final_placement.png
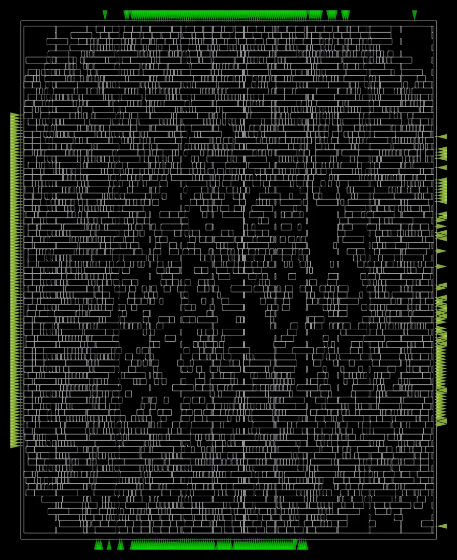
metal_stack.png
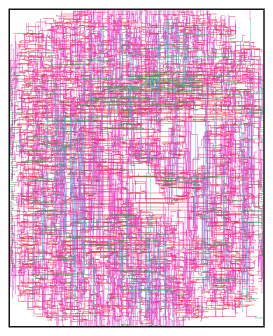
<file path="config.mk">
export PLATFORM = sky130hd
export DESIGN_NAME = bb84_sift_packer
export DESIGN_NICKNAME = d
export VERILOG_FILES = /design/src/rtl/bb84_sift_packer.sv
export SDC_FILE = /design/constraint.sdc
export NUM_CORES = 1
export LEC_CHECK = 0
export CAP_MARGIN = 20
export CORE_ASPECT_RATIO = 1.25
export CORE_MARGIN = 1
export CORE_UTILIZATION = 54
export DETAILED_ROUTE_END_ITERATION = 12
export HOLD_SLACK_MARGIN = 0.05
export PLACE_DENSITY = 0.92
export SKIP_LAST_GASP = 1
export SLEW_MARGIN = 15
export SYNTH_ARGS = -nofsm -noshare
export SYNTH_HDL_FRONTEND = slang
export SYNTH_SLANG_ARGS = --single-unit
export TNS_END_PERCENT = 10
</file>
<file path="constraint.sdc">
create_clock -name clk -period 10.6 [get_ports clk]
set_clock_uncertainty 0.15 [all_clocks]
set_input_delay 2.65 -clock clk [delete_from_list [all_inputs] [get_ports clk]]
set_output_delay 2.65 -clock clk [all_outputs]
set_load 0.05 [all_outputs]
</file>
<file path="src/rtl/bb84_sift_packer.sv">
// bb84_sift_packer: sifts a BB84 frame LANES qubits per clock and packs the key bits into OUT_W-bit words.
module bb84_sift_packer #(
  parameter int N     = 80,
  parameter int LANES = 8,
  parameter int OUT_W = 16
) (
  input  logic                         clk,
  input  logic                         rst_n,
  input  logic                         in_valid,
  output logic                         in_ready,
  input  logic [2*N-1:0]               qubit,
  input  logic [N-1:0]                 sender_bases,
  input  logic [N-1:0]                 receiver_bases,
  output logic                         out_valid,
  input  logic                         out_ready,
  output logic [OUT_W-1:0]             out_data,
  output logic [$clog2(OUT_W+1)-1:0]   out_count,
  output logic                         out_last,
  output logic [$clog2(N+1)-1:0]       sift_count,
  output logic [$clog2(N+1)-1:0]       enc_err_count,
  output logic                         done
);
  localparam int G   = N / LANES;
  localparam int GW  = $clog2(G + 1);
  localparam int CW  = $clog2(N + 1);
  localparam int OCW = $clog2(OUT_W + 1);
  localparam int AW  = OUT_W + LANES;
  localparam int ANW = $clog2(AW + 1);
  localparam int LW  = $clog2(LANES + 1);
  typedef enum logic [1:0] {IDLE, SIFT, FLUSH, DONE} state_t;
  state_t state_q, state_d;
  logic [2*N-1:0] qb_q, qb_d;
  logic [N-1:0] sb_q, sb_d, rb_q, rb_d;
  logic [GW-1:0] grp_q, grp_d;
  logic [AW-1:0] acc_q, acc_d;
  logic [ANW-1:0] an_q, an_d;
  logic ov_q, ov_d, ol_q, ol_d, ll_q, ll_d;
  logic [OUT_W-1:0] od_q, od_d;
  logic [OCW-1:0] oc_q, oc_d;
  logic [CW-1:0] sc_q, sc_d, ec_q, ec_d;
  logic [N-1:0] sm, em;
  logic [LANES-1:0] gs, ge, gk, comp;
  logic [LW-1:0] ns, ne;
  logic rest, full, slot, emit, full_last;
  // rest flags sifted bits still ahead, so a full word can be marked last when nothing follows it
  always_comb begin
    sm = '0;
    em = '0;
    gs = '0;
    ge = '0;
    gk = '0;
    rest = 1'b0;
    comp = '0;
    ns = '0;
    ne = '0;
    for (int i = 0; i < N; i++) begin
      sm[i] = (sb_q[i] == rb_q[i]) && (qb_q[2*i+1] == sb_q[i]);
      em[i] = (sb_q[i] == rb_q[i]) && (qb_q[2*i+1] != sb_q[i]);
    end
    for (int j = 0; j < G; j++) begin
      if (GW'(j) == grp_q) begin
        gs = sm[j*LANES +: LANES];
        ge = em[j*LANES +: LANES];
        for (int k = 0; k < LANES; k++) gk[k] = qb_q[2*(j*LANES+k)];
      end
      if (GW'(j) >= grp_q) rest = rest | (|sm[j*LANES +: LANES]);
    end
    for (int k = 0; k < LANES; k++) begin
      if (gs[k]) begin
        comp = comp | (LANES'(gk[k]) << ns);
        ns = ns + LW'(1);
      end
      ne = ne + LW'(ge[k]);
    end
  end
  assign full      = an_q >= ANW'(OUT_W);
  assign slot      = !ov_q || out_ready;
  assign full_last = (an_q == ANW'(OUT_W)) && !rest;
  assign emit      = (state_q == SIFT || state_q == FLUSH) && !ll_q && slot && (full || state_q == FLUSH);
  always_comb begin
    state_d = state_q;
    qb_d = qb_q;
    sb_d = sb_q;
    rb_d = rb_q;
    grp_d = grp_q;
    acc_d = acc_q;
    an_d = an_q;
    ov_d = (ov_q && out_ready) ? 1'b0 : ov_q;
    od_d = od_q;
    oc_d = oc_q;
    ol_d = ol_q;
    ll_d = ll_q;
    sc_d = sc_q;
    ec_d = ec_q;
    if (state_q == IDLE && in_valid) begin
      qb_d = qubit;
      sb_d = sender_bases;
      rb_d = receiver_bases;
      grp_d = '0;
      acc_d = '0;
      an_d = '0;
      sc_d = '0;
      ec_d = '0;
      ll_d = 1'b0;
      state_d = SIFT;
    end else if (emit) begin
      ov_d = 1'b1;
      od_d = acc_q[OUT_W-1:0];
      oc_d = full ? OCW'(OUT_W) : OCW'(an_q);
      ol_d = full ? full_last : 1'b1;
      ll_d = full ? full_last : 1'b1;
      acc_d = full ? acc_q >> OUT_W : '0;
      an_d = full ? an_q - ANW'(OUT_W) : '0;
    end else if (state_q == SIFT && !full) begin
      acc_d = acc_q | (AW'(comp) << an_q);
      an_d = an_q + ANW'(ns);
      sc_d = sc_q + CW'(ns);
      ec_d = ec_q + CW'(ne);
      grp_d = grp_q + GW'(1);
      state_d = (grp_q == GW'(G - 1)) ? FLUSH : SIFT;
    end else if (state_q == FLUSH && ll_q && slot) begin
      state_d = DONE;
    end else if (state_q == DONE) begin
      state_d = IDLE;
    end
  end
  always_ff @(posedge clk or negedge rst_n) begin
    if (!rst_n) begin
      state_q <= IDLE;
      qb_q <= '0;
      sb_q <= '0;
      rb_q <= '0;
      grp_q <= '0;
      acc_q <= '0;
      an_q <= '0;
      ov_q <= 1'b0;
      od_q <= '0;
      oc_q <= '0;
      ol_q <= 1'b0;
      ll_q <= 1'b0;
      sc_q <= '0;
      ec_q <= '0;
    end else begin
      state_q <= state_d;
      qb_q <= qb_d;
      sb_q <= sb_d;
      rb_q <= rb_d;
      grp_q <= grp_d;
      acc_q <= acc_d;
      an_q <= an_d;
      ov_q <= ov_d;
      od_q <= od_d;
      oc_q <= oc_d;
      ol_q <= ol_d;
      ll_q <= ll_d;
      sc_q <= sc_d;
      ec_q <= ec_d;
    end
  end
  assign in_ready      = state_q == IDLE;
  assign done          = state_q == DONE;
  assign out_valid     = ov_q;
  assign out_data      = od_q;
  assign out_count     = oc_q;
  assign out_last      = ol_q;
  assign sift_count    = sc_q;
  assign enc_err_count = ec_q;
endmodule

</file>
==> notes.md <==
The run finished with clean final reports. The most critical hold endpoint after final layout shows a slack of 322 ps. The layout filler cell count was 3233; the total non-filler cell area in the finished layout was 27400 um2. The top cell type by area accounts for 44.5% of the synthesized area. The end-of-flow timing check tallies setup violations at 0.

Max-cap violations in this run came to 0. The netlist area before placement is 22100 um2. CTS placed an instance of clkbuf_16 at the clock tree root. Sequential share of the synthesized area: 44.5%. The detailed-route vias per instance is 5.96. The most numerous cell in the Yosys netlist was nand2_1. Looking at the hold checks, the worst path lands on out_count[2]. The report gives the cell count of the worst hold path as 2. The total overflow left after global routing is 0.

The antenna violation net count after detailed routing is 0. The number of flops mapped to enable cells by yosys is 0. Vertical extent of the die: 228 um. The number of antenna violations at the first check in global routing was 2; the required time reported for the critical path endpoint was 10870 ps. Yosys reports the multiplexer fraction of the synthesized area as 1.30%. The clock passes through at most 3 buffers.

After the first detailed-routing iteration, the DRC count stood at 2065. The synthesized netlist devotes 2.22% of its cell area to adder and majority cells. According to the timing report, the arrival time at the worst endpoint equals 10090 ps. Per the gpl log, the routability congestion estimate is 1.02. Summed over all nets, wire length on met3 after detailed routing comes to 4.92 mm. 2330 cells are multi-input combinational gates. The number of different library cells used by synthesis comes to 92. The run gives 121 mm for the wire length of the first global-routing pass. The transition time recorded at the tightest slew-check pin is 1130 ps. The cell-mix breakdown from Yosys lists the simple-gate area share as 34.5%.

The run gives 23.9% for the post-synthesis to final-layout area growth. The count of instances resized after the clock tree is built is 0. The capturing instance or port of the critical path was acc_q[14]. After detailed placement, the total cell area comes to 26100 um2. Warnings raised by the tools during the run amount to 41. Startpoint type of the worst setup path: a register. The slew check shows that the tightest pin keeps a relative margin of 24.4%. In the finished design, the share of the clock period the worst path needs comes to 92.6%.
Back to the opening pictures, final_placement.png:
Floorplan Core Area: 40200 um2
Flop Count: 393
non-filler instance count after layout: 3760
placement row count: 82

Back to the opening pictures, metal_stack.png:
met3 -> green  # wire length 4920 um
met2 -> magenta  # wire length 39.5 mm
met1 -> red  # wire length 28.5 mm
met4 -> cyan  # wire length 5330 um
Total Routed Length: 78.3 mm
average wire per cell in the routed design: 20.8 um
combined global-route utilization of all metal layers: 37.6%
number of vias in the routed layout: 22400

## state kept, by name, indices dropped and copies added, names as in the netlist
register,cells
sb_q,80
grp_q,4
rb_q,80
an_q,5
out_count,5
acc_q,24
sift_count,7
out_data,16
enc_err_count,7
state_q,2
ll_q,1
out_last,1
out_valid,1
qb_q,160
## critical path, stage by stage, from the launching register on
cell and delay, ps:
dfrtp_1 960, ha_1 460, and3b_1 610, o21ai_0 320, o21ai_0 150, a211oi_1 90, o31ai_1 600, xnor3_2 450
ha_1 350, mux2i_1 370, inv_1 100, ha_1 280, mux2i_1 140, a21boi_1 600, inv_1 220, ha_1 370
nor2_1 210, a21oi_1 70, ha_1 320, nor2_1 40, a221oi_1 830, nor4_1 160, mux2i_1 380, o21ai_1 160
mux2i_1 440, mux2i_1 200, mux2_2 330, a221o_1 320
## cell families (layout without fill, tap and decap cells)
| family | Yosys count | after routing |
|---|---|---|
| AND-OR/OR-AND | 434 | 434 |
| XOR/XNOR | 31 | 31 |
| adder cells (fa/ha/maj) | 35 | 35 |
| buffers and inverters | 170 | 489 |
| flip-flops | 393 | 393 |
| multiplexers | 26 | 26 |
| other | 0 | 2 |
| AND/OR/NAND/NOR | 1804 | 1804 |
## cells in the final DEF, fill, tap and decap left out, types with 7 or more instances in the layout
| cell type | netlist | final |
|---|---|---|
| nand2_1 | 1220 | 1219 |
| dfrtp_1 | 393 | 393 |
| clkdlybuf4s50_1 | 0 | 361 |
| nor2_1 | 233 | 233 |
| a21oi_1 | 109 | 109 |
| o21ai_0 | 87 | 87 |
| nor3_1 | 80 | 80 |
| nand3_1 | 62 | 62 |
| and3_1 | 49 | 49 |
| or3_1 | 44 | 44 |
| clkbuf_16 | 0 | 41 |
| a211oi_1 | 31 | 31 |
| o211ai_1 | 29 | 29 |
| ha_1 | 28 | 28 |
| inv_1 | 27 | 27 |
| buf_4 | 1 | 26 |
| o221ai_1 | 23 | 23 |
| o22ai_1 | 17 | 17 |
| a221oi_1 | 17 | 17 |
| a31oi_1 | 17 | 17 |
| xnor2_1 | 15 | 15 |
| nand2b_1 | 13 | 13 |
| xor2_1 | 13 | 13 |
| and2_1 | 14 | 13 |
| a21o_1 | 13 | 13 |
| nor4_1 | 13 | 13 |
| mux2i_1 | 13 | 13 |
| nor2b_1 | 13 | 13 |
| mux2_2 | 12 | 12 |
| clkbuf_1 | 120 | 12 |
| nand3b_1 | 11 | 11 |
| o31ai_1 | 10 | 10 |
| nand4_1 | 10 | 10 |
| a22o_1 | 10 | 10 |
| a22oi_1 | 9 | 9 |
| clkbuf_8 | 0 | 9 |
| fa_1 | 7 | 7 |
| clkinv_2 | 0 | 7 |
## routing by layer
| metal | track usage (%) | vias up |
|---|---|---|
| met5 | 0 | - |
| met4 | 24.3 | 0 |
| met3 | 5.48 | 264 |
| met2 | 65.4 | 1026 |
| met1 | 42.9 | 10800 |
| li1 | - | 10300 |
